==> config.mk <==
export PLATFORM = sky130hd
export DESIGN_NAME = watch_timekeeper
export DESIGN_NICKNAME = d
export VERILOG_FILES = /design/src/rtl/watch_pkg.sv /design/src/rtl/key_edge.sv /design/src/rtl/watch_timekeeper.sv
export SDC_FILE = /design/constraint.sdc
export NUM_CORES = 1
export LEC_CHECK = 0
export ABC_CLOCK_PERIOD_IN_PS = 3170
export CAP_MARGIN = 20
export CORE_MARGIN = 2
export CORE_UTILIZATION = 60
export CTS_CLUSTER_DIAMETER = 120
export CTS_CLUSTER_SIZE = 28
export DETAILED_ROUTE_END_ITERATION = 10
export HOLD_SLACK_MARGIN = 0.06
export PLACE_DENSITY = 0.78
export RECOVER_POWER = 50
export SLEW_MARGIN = 0
export SYNTH_ARGS = -nofsm -noshare
export SYNTH_HDL_FRONTEND = slang
export SYNTH_HIERARCHICAL = 1
export SYNTH_SLANG_ARGS = --single-unit
==> constraint.sdc <==
create_clock -name clk -period 3.17 [get_ports clk]
set_input_delay 0.4755 -clock clk [delete_from_list [all_inputs] [get_ports clk]]
set_output_delay 0.4755 -clock clk [all_outputs]
set_load 0.02 [all_outputs]
==> src/rtl/watch_pkg.sv <==
// Shared types and constants for the watch timekeeper: mode states,
// blank-field codes, field limits and a wrapping increment helper.
package watch_pkg;

  typedef enum logic [1:0] {
    ST_RUN      = 2'd0,
    ST_SET_HOUR = 2'd1,
    ST_SET_MIN  = 2'd2,
    ST_SET_SEC  = 2'd3
  } watch_state_t;

  localparam logic [1:0] BLANK_NONE = 2'b00;
  localparam logic [1:0] BLANK_SEC  = 2'b01;
  localparam logic [1:0] BLANK_MIN  = 2'b10;
  localparam logic [1:0] BLANK_HOUR = 2'b11;

  localparam logic [6:0] SEC_MAX  = 7'd59;
  localparam logic [6:0] MIN_MAX  = 7'd59;
  localparam logic [6:0] HOUR_MAX = 7'd23;

  function automatic logic [6:0] wrap_inc(input logic [6:0] v, input logic [6:0] max_v);
    return (v >= max_v) ? 7'd0 : v + 7'd1;
  endfunction

  function automatic logic [1:0] field_code(input watch_state_t s);
    case (s)
      ST_SET_HOUR: return BLANK_HOUR;
      ST_SET_MIN:  return BLANK_MIN;
      ST_SET_SEC:  return BLANK_SEC;
      default:     return BLANK_NONE;
    endcase
  endfunction

endpackage

==> src/rtl/key_edge.sv <==
// Two-flop synchronizer for an asynchronous debounced key, followed by a
// one-cycle rising-edge pulse.
module key_edge (
  input  logic clk,
  input  logic rst_n,
  input  logic i_key,
  output logic o_pulse
);

  logic r_sync1;
  logic r_sync2;
  logic r_prev;

  // NOTE: sequential state uses non-blocking assignments so every flop
  // samples the pre-edge value of its neighbours.
  always_ff @(posedge clk or negedge rst_n) begin
    if (!rst_n) begin
      r_sync1 <= 1'b0;
      r_sync2 <= 1'b0;
      r_prev  <= 1'b0;
    end else begin
      r_sync1 <= i_key;
      r_sync2 <= r_sync1;
      r_prev  <= r_sync2;
    end
  end

  assign o_pulse = r_sync2 & ~r_prev;

endmodule

==> src/rtl/watch_timekeeper.sv <==
// HMS timekeeper with a 1 Hz prescaler, a four-state mode/set FSM driven by
// two keys, and a blink generator that blanks the field being set.
module watch_timekeeper
  import watch_pkg::*;
#(
  parameter int CLK_HZ   = 50_000_000,
  parameter int BLINK_HZ = 2
) (
  input  logic       clk,
  input  logic       rst_n,
  input  logic       key_mode,
  input  logic       key_inc,
  output logic [6:0] sec,
  output logic [6:0] min,
  output logic [6:0] hour,
  output logic [1:0] blank_sel,
  output logic       tick_1hz
);

  localparam int HALF = CLK_HZ / (2 * BLINK_HZ);
  localparam int PW   = (CLK_HZ > 1) ? $clog2(CLK_HZ) : 1;
  localparam int BW   = (HALF > 1) ? $clog2(HALF) : 1;
  localparam logic [PW-1:0] PRESC_MAX = PW'(CLK_HZ - 1);
  localparam logic [BW-1:0] BLINK_MAX = BW'(HALF - 1);

  logic w_mode_edge;
  logic w_inc_edge;

  key_edge u_key_mode (
    .clk     (clk),
    .rst_n   (rst_n),
    .i_key   (key_mode),
    .o_pulse (w_mode_edge)
  );

  key_edge u_key_inc (
    .clk     (clk),
    .rst_n   (rst_n),
    .i_key   (key_inc),
    .o_pulse (w_inc_edge)
  );

  watch_state_t    r_state,     w_nxt_state;
  logic [6:0]      r_sec,       w_nxt_sec;
  logic [6:0]      r_min,       w_nxt_min;
  logic [6:0]      r_hour,      w_nxt_hour;
  logic [PW-1:0]   r_presc,     w_nxt_presc;
  logic            r_tick,      w_nxt_tick;
  logic [BW-1:0]   r_blink_cnt, w_nxt_blink_cnt;
  logic            r_blink_off, w_nxt_blink_off;
  logic [1:0]      r_blank,     w_nxt_blank;
  logic            w_inc_accept;

  always_ff @(posedge clk or negedge rst_n) begin
    if (!rst_n) begin
      r_state     <= ST_RUN;
      r_sec       <= '0;
      r_min       <= '0;
      r_hour      <= '0;
      r_presc     <= '0;
      r_tick      <= 1'b0;
      r_blink_cnt <= '0;
      r_blink_off <= 1'b0;
      r_blank     <= BLANK_NONE;
    end else begin
      r_state     <= w_nxt_state;
      r_sec       <= w_nxt_sec;
      r_min       <= w_nxt_min;
      r_hour      <= w_nxt_hour;
      r_presc     <= w_nxt_presc;
      r_tick      <= w_nxt_tick;
      r_blink_cnt <= w_nxt_blink_cnt;
      r_blink_off <= w_nxt_blink_off;
      r_blank     <= w_nxt_blank;
    end
  end

  // NOTE: every signal written here gets a default first, so no path can
  // leave one unassigned and infer a latch.
  always_comb begin
    w_nxt_state     = r_state;
    w_nxt_sec       = r_sec;
    w_nxt_min       = r_min;
    w_nxt_hour      = r_hour;
    w_nxt_presc     = '0;
    w_nxt_tick      = 1'b0;
    w_nxt_blink_cnt = r_blink_cnt;
    w_nxt_blink_off = r_blink_off;
    w_nxt_blank     = BLANK_NONE;
    w_inc_accept    = 1'b0;

    // r_tick is only ever high in RUN, so time advances only there.
    if (r_tick) begin
      w_nxt_sec = wrap_inc(r_sec, SEC_MAX);
      if (r_sec == SEC_MAX) begin
        w_nxt_min = wrap_inc(r_min, MIN_MAX);
        if (r_min == MIN_MAX) begin
          w_nxt_hour = wrap_inc(r_hour, HOUR_MAX);
        end
      end
    end

    // A mode edge takes priority; a coincident inc edge is dropped.
    if (w_mode_edge) begin
      case (r_state)
        ST_RUN:      w_nxt_state = ST_SET_HOUR;
        ST_SET_HOUR: w_nxt_state = ST_SET_MIN;
        ST_SET_MIN:  w_nxt_state = ST_SET_SEC;
        ST_SET_SEC:  w_nxt_state = ST_RUN;
        default:     w_nxt_state = ST_RUN;
      endcase
    end else if (w_inc_edge) begin
      case (r_state)
        ST_SET_HOUR: begin
          w_nxt_hour   = wrap_inc(r_hour, HOUR_MAX);
          w_inc_accept = 1'b1;
        end
        ST_SET_MIN: begin
          w_nxt_min    = wrap_inc(r_min, MIN_MAX);
          w_inc_accept = 1'b1;
        end
        ST_SET_SEC: begin
          w_nxt_sec    = wrap_inc(r_sec, SEC_MAX);
          w_inc_accept = 1'b1;
        end
        default: ;
      endcase
    end

    // Prescaler runs only while staying in RUN; entering RUN restarts it at 0.
    if (r_state == ST_RUN && w_nxt_state == ST_RUN) begin
      w_nxt_presc = (r_presc == PRESC_MAX) ? '0 : r_presc + 1'b1;
      w_nxt_tick  = (w_nxt_presc == PRESC_MAX);
    end

    if (w_nxt_state != r_state || w_inc_accept) begin
      w_nxt_blink_cnt = '0;
      w_nxt_blink_off = 1'b0;
    end else if (r_blink_cnt == BLINK_MAX) begin
      w_nxt_blink_cnt = '0;
      w_nxt_blink_off = ~r_blink_off;
    end else begin
      w_nxt_blink_cnt = r_blink_cnt + 1'b1;
    end

    if (w_nxt_blink_off) begin
      w_nxt_blank = field_code(w_nxt_state);
    end
  end

  assign sec       = r_sec;
  assign min       = r_min;
  assign hour      = r_hour;
  assign blank_sel = r_blank;
  assign tick_1hz  = r_tick;

endmodule

### Routed metal per tile

The die is cut into 18 by 18 equal tiles; dark purple is low, yellow is high, scaled to the fullest tile. Values are wire area over tile area, all layers added.
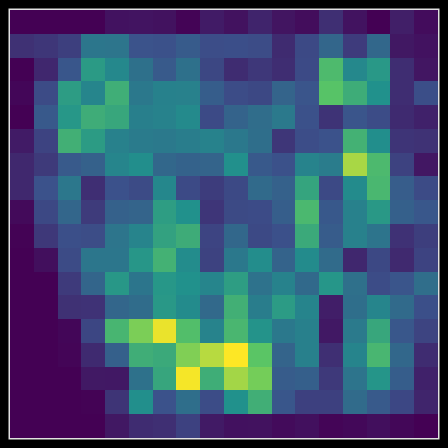
densest ninth of the die = south
nearly empty tiles = 11%
emptiest ninth of the die = south-west

==> reports/summary.txt <==
Synth area leader: dfrtp_1
Largest register FFs: 26
power per cell area: 543 nW/um^2
fmax: 430 MHz
Max Cap Viol: 0
most frequent cell after synthesis: dfrtp_1
1st-iter DRT viols: 248
multi-input logic area: 2020 um^2
Worst setup EP type: flip-flop
clock input transition at the sequential cells of the worst setup and hold paths: 0.09 ns
Biggest register: r_presc
Starting Density: 62.1%
Worst EP arrival: 2.60 ns
Die H: 87.8 um
clock share of power: 27.4%
most frequent cells in the layout: dfrtp_1 (83), nor2_1 (66), nand2_1 (33)
startpoint types: flip-flop
post-DR vias/cell: 5.75
post-route setup slack: 0.842 ns
synthesized cell area: 4220 um^2
Yosys Chip Area: 4220 um^2
cts bufs inserted: 9
P&R area growth vs syn: 13.1%
Crit Path Max Fanout: 6
CTS Hold Bufs: 0
vias in the first global route: 3172
wl on met1: 3750 um
ys flop type: dfrtp_1
Cell Rows: 30
period utilization: 73.4%
Port Buffers: 27
top sig layer: met4
run status: completed
RePlAce Congestion: 0.977
Non-Filler Instances: 565
CTS max path bufs: 2
Routed WL: 8200 um
# fillers: 523
type of the worst setup path: reg -> reg
Slew HR: 18.0%
DP Worst Slack: 0.896 ns
Switching Share: 35.2%
Top cells by area: dfrtp_1 (49%), nor2_1 (5.9%), xor2_1 (5.2%), xnor2_1 (3.9%), nand3_1 (3.3%)
antenna violation net count after detailed routing: 0
Core Util, Final: 70.2%
iteration tally of the first detailed-router pass: 5
CTS tree: built
Overall Power: 2.59 mW
initial antenna violation count: 0
DRC viols: 0
routed vias: 3251
leakage: 1.98 nW
ys cells: 435
### Metal layers overlaid

Two of the layers only.
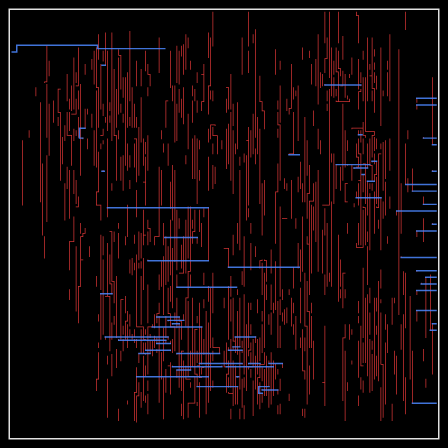
red -> metal 2  # wire length 4000 um
blue -> metal 3  # wire length 339 um

## metal layers
metal  vias to the layer above  global-route usage, %
li1                       1580                      -
met1                      1561                   32.3
met2                       100                   36.6
met3                        10                   3.96
met4                         0                   8.67
met5                         -                      0
## cell type report
type / instances / area share (%)
flip-flops and latches: 83 / 43.6
multi-input cells: 327 / 42.4
repair buffers: 31 / 6.64
clock buffers: 9 / 2.60
well taps: 96 / 2.52
clock inverters: 7 / 1.29
inverters: 12 / 0.945
## power groups by stage
stage | combinational, mW | clock (mW) | sequential (mW)
floorplan | 0.349 | 0 | 1.31
global placement | 0.595 | 0 | 1.27
detailed placement | 0.626 | 0 | 1.27
CTS | 0.627 | 0.723 | 1.25
global route | 0.708 | 0.785 | 1.27
finish | 0.626 | 0.709 | 1.26
## worst paths after layout
| kind | endpoint | startpoint | depth (start not counted) |
|---|---|---|---|
| max in group asynchronous | r_blink_cnt[17] | rst_n | 3 |
| max reg2reg | tick_1hz | r_presc[0] | 7 |
| min reg2reg | u_key_mode/r_sync2 | u_key_mode/r_sync1 | 0 |
| max | tick_1hz | r_presc[0] | 7 |
| min in group asynchronous | sec[0] | rst_n | 2 |
| min | u_key_mode/r_sync2 | u_key_mode/r_sync1 | 0 |
## worst max-delay path, stage by stage, from the launching register on
cell	delay (ns)
dfrtp_1	0.43
ha_1	0.24
nand4_1	0.17
nor2_1	0.39
nand3_1	0.16
xor2_1	0.18
or4_4	0.48
a211oi_2	0.21
## logic make-up (layout without fill, tap and decap cells)
logic type	count (synthesis)	after routing	synth area share, %
compound gates	56	56	8.40
buf+inv	25	59	2.58
simple gates	216	216	27.4
flops	83	83	49.3
xor+xnor	44	44	9.14
fa+ha+maj	11	11	3.26
Power figures rest on the tool's default switching activity, not on a simulated workload.
